## src/rtl/mips_pkg.sv

```systemverilog
// Shared MIPS encoding definitions: format select, opcode constants and field positions.
// The instruction field parser uses the same field positions.
package mips_pkg;

   localparam int unsigned INSTR_W = 32;
   localparam int unsigned OP_W    = 6;
   localparam int unsigned REG_W   = 5;
   localparam int unsigned FUNCT_W = 6;
   localparam int unsigned IMM_W   = 16;
   localparam int unsigned JADDR_W = 26;
   localparam int unsigned CNT_W   = 16;

   // Field bit positions within the 32-bit instruction word
   localparam int unsigned OPCODE_MSB = 31;
   localparam int unsigned OPCODE_LSB = 26;
   localparam int unsigned RS_MSB     = 25;
   localparam int unsigned RS_LSB     = 21;
   localparam int unsigned RT_MSB     = 20;
   localparam int unsigned RT_LSB     = 16;
   localparam int unsigned RD_MSB     = 15;
   localparam int unsigned RD_LSB     = 11;
   localparam int unsigned SHAMT_MSB  = 10;
   localparam int unsigned SHAMT_LSB  = 6;
   localparam int unsigned FUNCT_MSB  = 5;
   localparam int unsigned FUNCT_LSB  = 0;
   localparam int unsigned IMM_MSB    = 15;
   localparam int unsigned IMM_LSB    = 0;
   localparam int unsigned JADDR_MSB  = 25;
   localparam int unsigned JADDR_LSB  = 0;

   localparam logic [OP_W-1:0] OP_RTYPE = 6'h00;
   localparam logic [OP_W-1:0] OP_J     = 6'h02;
   localparam logic [OP_W-1:0] OP_JAL   = 6'h03;

   typedef enum logic [1:0] {
      FMT_R    = 2'd0,
      FMT_I    = 2'd1,
      FMT_J    = 2'd2,
      FMT_RSVD = 2'd3
   } fmt_e;

   typedef enum logic {
      ST_RUN  = 1'b0,
      ST_HALT = 1'b1
   } enc_state_e;

   // Opcodes that an I-format bundle may not carry
   function automatic logic is_i_reserved(input logic [OP_W-1:0] op);
      return (op == OP_RTYPE) || (op == OP_J) || (op == OP_JAL);
   endfunction

endpackage

```

## src/rtl/ins_field_pack.sv

```systemverilog
// Combinational packer: builds the instruction word for the selected format
// and flags bundles whose format/opcode combination is not encodable.
module ins_field_pack
   import mips_pkg::*;
(
   input  fmt_e                 fmt,
   input  logic [OP_W-1:0]      opcode,
   input  logic [REG_W-1:0]     rs,
   input  logic [REG_W-1:0]     rt,
   input  logic [REG_W-1:0]     rd,
   input  logic [REG_W-1:0]     shamt,
   input  logic [FUNCT_W-1:0]   funct,
   input  logic [IMM_W-1:0]     imm,
   input  logic [JADDR_W-1:0]   address,
   output logic [INSTR_W-1:0]   word,
   output logic                 legal
);

   always_comb begin
      word  = '0;
      legal = 1'b0;
      case (fmt)
         FMT_R: begin
            // R-type opcode is forced; the opcode input is ignored
            word[OPCODE_MSB:OPCODE_LSB] = OP_RTYPE;
            word[RS_MSB:RS_LSB]         = rs;
            word[RT_MSB:RT_LSB]         = rt;
            word[RD_MSB:RD_LSB]         = rd;
            word[SHAMT_MSB:SHAMT_LSB]   = shamt;
            word[FUNCT_MSB:FUNCT_LSB]   = funct;
            legal                       = 1'b1;
         end
         FMT_I: begin
            word[OPCODE_MSB:OPCODE_LSB] = opcode;
            word[RS_MSB:RS_LSB]         = rs;
            word[RT_MSB:RT_LSB]         = rt;
            word[IMM_MSB:IMM_LSB]       = imm;
            legal                       = !is_i_reserved(opcode);
         end
         FMT_J: begin
            word[OPCODE_MSB:OPCODE_LSB] = opcode;
            word[JADDR_MSB:JADDR_LSB]   = address;
            legal                       = (opcode == OP_J) || (opcode == OP_JAL);
         end
         default: begin
            word  = '0;
            legal = 1'b0;
         end
      endcase
   end

endmodule

```

## src/rtl/ins_encoder.sv

```systemverilog
// Program-loader encoder: accepts decoded MIPS fields, packs them into a word and
// emits it with its instruction-memory byte address; halts on an illegal bundle.
module ins_encoder
   import mips_pkg::*;
#(
   parameter int unsigned        ADDR_W    = 32,
   parameter logic [ADDR_W-1:0]  BASE_ADDR = '0
)(
   input  logic                 clk,
   input  logic                 rst_n,
   input  logic                 clear,
   input  logic                 in_valid,
   output logic                 in_ready,
   input  logic [1:0]           fmt,
   input  logic [OP_W-1:0]      opcode,
   input  logic [REG_W-1:0]     rs,
   input  logic [REG_W-1:0]     rt,
   input  logic [REG_W-1:0]     rd,
   input  logic [REG_W-1:0]     shamt,
   input  logic [FUNCT_W-1:0]   funct,
   input  logic [IMM_W-1:0]     imm,
   input  logic [JADDR_W-1:0]   address,
   output logic                 out_valid,
   input  logic                 out_ready,
   output logic [INSTR_W-1:0]   instruction,
   output logic [ADDR_W-1:0]    wr_addr,
   output logic [CNT_W-1:0]     count,
   output logic                 err
);

   enc_state_e            r_state;
   logic                  r_out_valid;
   logic [INSTR_W-1:0]    r_instruction;
   logic [ADDR_W-1:0]     r_wr_addr;
   logic [CNT_W-1:0]      r_count;
   logic                  r_err;

   logic [INSTR_W-1:0]    w_word;
   logic                  w_legal;
   logic                  w_in_hs;
   logic                  w_out_hs;
   logic [CNT_W-1:0]      w_count_nxt;
   logic [ADDR_W-1:0]     w_addr_nxt;

   ins_field_pack u_pack (
      .fmt     (fmt_e'(fmt)),
      .opcode  (opcode),
      .rs      (rs),
      .rt      (rt),
      .rd      (rd),
      .shamt   (shamt),
      .funct   (funct),
      .imm     (imm),
      .address (address),
      .word    (w_word),
      .legal   (w_legal)
   );

   // Single-entry output register: refill allowed in the same cycle it drains
   assign in_ready    = (r_state == ST_RUN) && (!r_out_valid || out_ready);
   assign w_in_hs     = in_valid && in_ready;
   assign w_out_hs    = r_out_valid && out_ready;
   assign w_count_nxt = r_count + CNT_W'(1);
   // Address tracks BASE_ADDR + 4*count, so it follows the 16-bit count wrap
   assign w_addr_nxt  = BASE_ADDR + ADDR_W'({w_count_nxt, 2'b00});

   always_ff @(posedge clk or negedge rst_n) begin
      if (!rst_n) begin
         r_state       <= ST_RUN;
         r_out_valid   <= 1'b0;
         r_instruction <= '0;
         r_wr_addr     <= BASE_ADDR;
         r_count       <= '0;
         r_err         <= 1'b0;
      end else if (clear) begin
         r_state     <= ST_RUN;
         r_out_valid <= 1'b0;
         r_wr_addr   <= BASE_ADDR;
         r_count     <= '0;
         r_err       <= 1'b0;
      end else begin
         if (w_out_hs) begin
            r_out_valid <= 1'b0;
            r_count     <= w_count_nxt;
            r_wr_addr   <= w_addr_nxt;
         end
         case (r_state)
            ST_RUN: begin
               if (w_in_hs) begin
                  if (w_legal) begin
                     r_out_valid   <= 1'b1;
                     r_instruction <= w_word;
                  end else begin
                     r_state <= ST_HALT;
                     r_err   <= 1'b1;
                  end
               end
            end
            ST_HALT: begin
               r_state <= ST_HALT;
            end
            default: begin
               r_state <= ST_HALT;
            end
         endcase
      end
   end

   assign out_valid   = r_out_valid;
   assign instruction = r_instruction;
   assign wr_addr     = r_wr_addr;
   assign count       = r_count;
   assign err         = r_err;

endmodule

```

## config.mk

```make
export PLATFORM = sky130hd
export DESIGN_NAME = ins_encoder
export DESIGN_NICKNAME = d
export VERILOG_FILES = /design/src/rtl/mips_pkg.sv /design/src/rtl/ins_field_pack.sv /design/src/rtl/ins_encoder.sv
export SDC_FILE = /design/constraint.sdc
export NUM_CORES = 1
export LEC_CHECK = 0
export CORE_MARGIN = 1
export CORE_UTILIZATION = 43
export CTS_BUF_LIST = sky130_fd_sc_hd__clkbuf_8 sky130_fd_sc_hd__clkbuf_16
export CTS_CLUSTER_DIAMETER = 150
export DETAILED_ROUTE_END_ITERATION = 7
export GPL_TIMING_DRIVEN = 0
export HOLD_SLACK_MARGIN = 0.05
export MAX_ROUTING_LAYER = met4
export PLACE_DENSITY_LB_ADDON = 0.3
export SLEW_MARGIN = 10
export SYNTH_ARGS = -nofsm -noshare
export SYNTH_HDL_FRONTEND = slang
export SYNTH_SLANG_ARGS = --single-unit
```

## constraint.sdc

```tcl
create_clock -name clk -period 3 [get_ports clk]
set_input_delay 0.6 -clock clk [delete_from_list [all_inputs] [get_ports clk]]
set_output_delay 0.6 -clock clk [all_outputs]
set_load 0.03 [all_outputs]
```

Fig. 1: cells coloured by class
(4 px per µm) Fill, decap, tap and diode cells in grey.
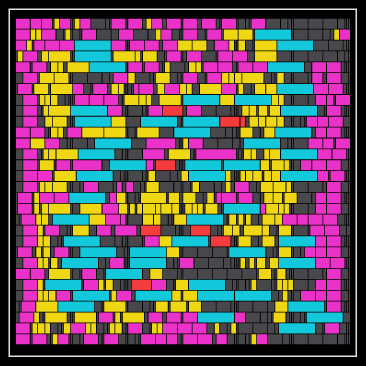
Key: clock drivers and dummy loads = red [cells 8, share of their area 2.1%]; other buffers and delay cells = magenta [cells 193, share of their area 39%]; flops = cyan [cells 51, share of their area 27%]; combinational and other logic = yellow [cells 217, share of their area 32%]
Final Cell Area: 4830 µm²
Final Util: 0.708
row count: 30
fraction of area in registers: 0.264
core area: 6830 µm²

Fig. 2: clock nets
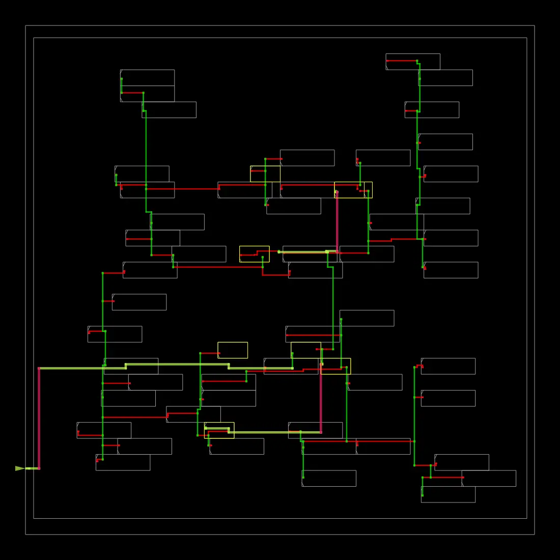
clock skew: 0.00539 ns
total CTS buffers: 5
clk latency late pin: 0.30 ns
clk_buf instances: 7

registers in the layout, summed over array words and instances, names as in the netlist:
signal       count
err              1
out_valid        1
instruction     32
r_state          1
wr_addr         16
cell usage after synthesis, types with 2 or more instances:
cell type / instances / share of area
xor2_1: 7 / 0.020
o31ai_1: 3 / 0.0074
o2111ai_1: 2 / 0.0057
nand3_1: 7 / 0.011
and4_1: 4 / 0.011
clkbuf_1: 5 / 0.0061
or4_1: 3 / 0.0074
or3_1: 2 / 0.0041
a22o_1: 5 / 0.014
nand4_1: 6 / 0.012
nor2_1: 11 / 0.013
mux2_4: 24 / 0.12
dfrtp_1: 51 / 0.42
buf_12: 2 / 0.013
and2_1: 2 / 0.0041
inv_1: 18 / 0.022
o21ai_0: 29 / 0.047
buf_2: 2 / 0.0033
nor2b_1: 3 / 0.0061
nand2_1: 32 / 0.039
xnor2_1: 3 / 0.0086
mux2_2: 2 / 0.0074
buf_8: 2 / 0.0098
a21oi_1: 9 / 0.015
buf_4: 32 / 0.078
mux2i_1: 16 / 0.052
cell type report:
class | count | area (µm²)
Buffer | 45 | 355
Clock buffer | 7 | 96.3
Clock inverter | 1 | 3.75
Fill cell | 544 | 2000
Inverter | 18 | 67.6
Multi-Input combinational cell | 199 | 1420
Sequential cell | 51 | 1280
Tap cell | 96 | 120
Timing Repair Buffer | 148 | 1490
through the flow:
stage	hold slack, ns	power [mW]	setup slack (ns)	area [µm²]	setup TNS [ns]
3_5_place_dp	0.492	1.80	0.254	4730	0
6_report	0.380	2.21	0.333	4830	0
3_3_place_gp	0.486	1.78	-0.124	4710	-6.21
5_1_grt	0.428	2.31	0.220	4830	0
4_1_cts	0.394	2.23	0.341	4830	0
2_1_floorplan	0.304	1.38	0.825	3120	0
cells in the final DEF, fill, tap and decap left out, types with 5 or more instances in the layout:
master	netlist	routed
o21ai_0	29	29
nand3_1	7	7
clkbuf_8	0	7
clkbuf_1	5	5
conb_1	1	16
a21oi_1	9	9
a22o_1	5	5
mux2i_1	16	16
xor2_1	7	7
nor2_1	11	11
mux2_4	24	24
nand2_1	32	32
clkdlybuf4s50_1	0	146
buf_4	32	32
nand4_1	6	6
dfrtp_1	51	51
inv_1	18	19
worst max path at each step:
stage / start / to / slack, ns / cells after the start
6_report: out_ready / in_ready / 0.33 / 4
3_5_place_dp: opcode[4] / instruction[9]$_DFFE_PN0P_ / 0.25 / 6
2_1_floorplan: opcode[4] / instruction[0]$_DFFE_PN0P_ / 0.82 / 5
5_1_grt: out_ready / in_ready / 0.22 / 4
3_3_place_gp: rst_n / instruction[23]$_DFFE_PN0P_ / -0.12 / 1
4_1_cts: out_ready / in_ready / 0.34 / 4
where the power goes:
group / switching, mW / internal [mW]
Combinational: 0.443 / 0.472
Clock: 0.212 / 0.207
Sequential: 0.0721 / 0.802
Total: 0.727 / 1.48
cells by family (layout without fill, tap and decap cells):
kind of cell             Yosys count  after routing  share of synthesized area
AND-OR/OR-AND                     54             54                      0.106
XOR/XNOR                          10             10                     0.0286
adder cells (fa/ha/maj)            1              1                    0.00408
buffers and inverters             63            219                      0.138
flip-flops                        51             51                      0.417
multiplexers                      42             42                      0.177
other                              1             16                    0.00122
AND/OR/NAND/NOR                   76             76                      0.128
==> flow_summary.ini <==
; flow metrics
[clock_network]
ctsHtreeMaxLevel = 2
post_cts_buffers = 0
cts.sinks = 51
cts_resized = 0
cts_tree = yes

[finish]
insertedDiodeCount = 0
area_growth_pct = 57.8
drive_gt1_frac = 0.173
fin_cells = 565
nets = 550

[synthesis]
ys_warn_count = 0
ys_types = 42
async_flop_share = 1.00
ys_ff = 51
edf_count = 0
syn-instance-count = 298
postSynthSeqShare = 0.417

[critical_path]
slowest_stage = clkdlybuf4s50_1
critPathMaxFanout = 6
end_kind = output pin
timing.rr.end = wr_addr[16]$_DFFE_PN0P_
reg2regPathDepth = 5
worstPathRequired_ns = 2.40
cp_slowest_stage_delay_ns = 0.70
reg2reg_from = wr_addr[2]$_DFFE_PN0P_
startpoint_type = primary input
path_class = in -> out

[routing]
ant_nets = 0
via_per_inst = 4.75
drt_wl_total_mm = 7.59
drt_iter0_drc = 84
routed.top_layer = met4
routed-wl-met2_mm = 3.86
wl_met3_um = 485
drcViolationCount = 0

[die]
io_pins = 164

[timing]
period_minus_slack_ns = 2.67
tightest_slew_ns = 0.791
slew_viol_final = 0

[global_route]
grt_util_met2 = 0.382
groute.layer.met3.usage = 0.0486
grt_antenna_before_repair = 0
grt-ovfl-total = 0
grt_max_degree = 34

[flow_run]
warning_count = 26
max_cap_viol_count = 0

[power_and_ir_drop]
p_per_area_nw_per_um2 = 457
p_leak_nw = 2.21

[run_status]
status = finished, final reports clean

[placement]
gp_congestion = 0.815
place_hpwl_mm = 6.06
io_buffer_count = 147
Power figures rest on the tool's default switching activity, not on a simulated workload.
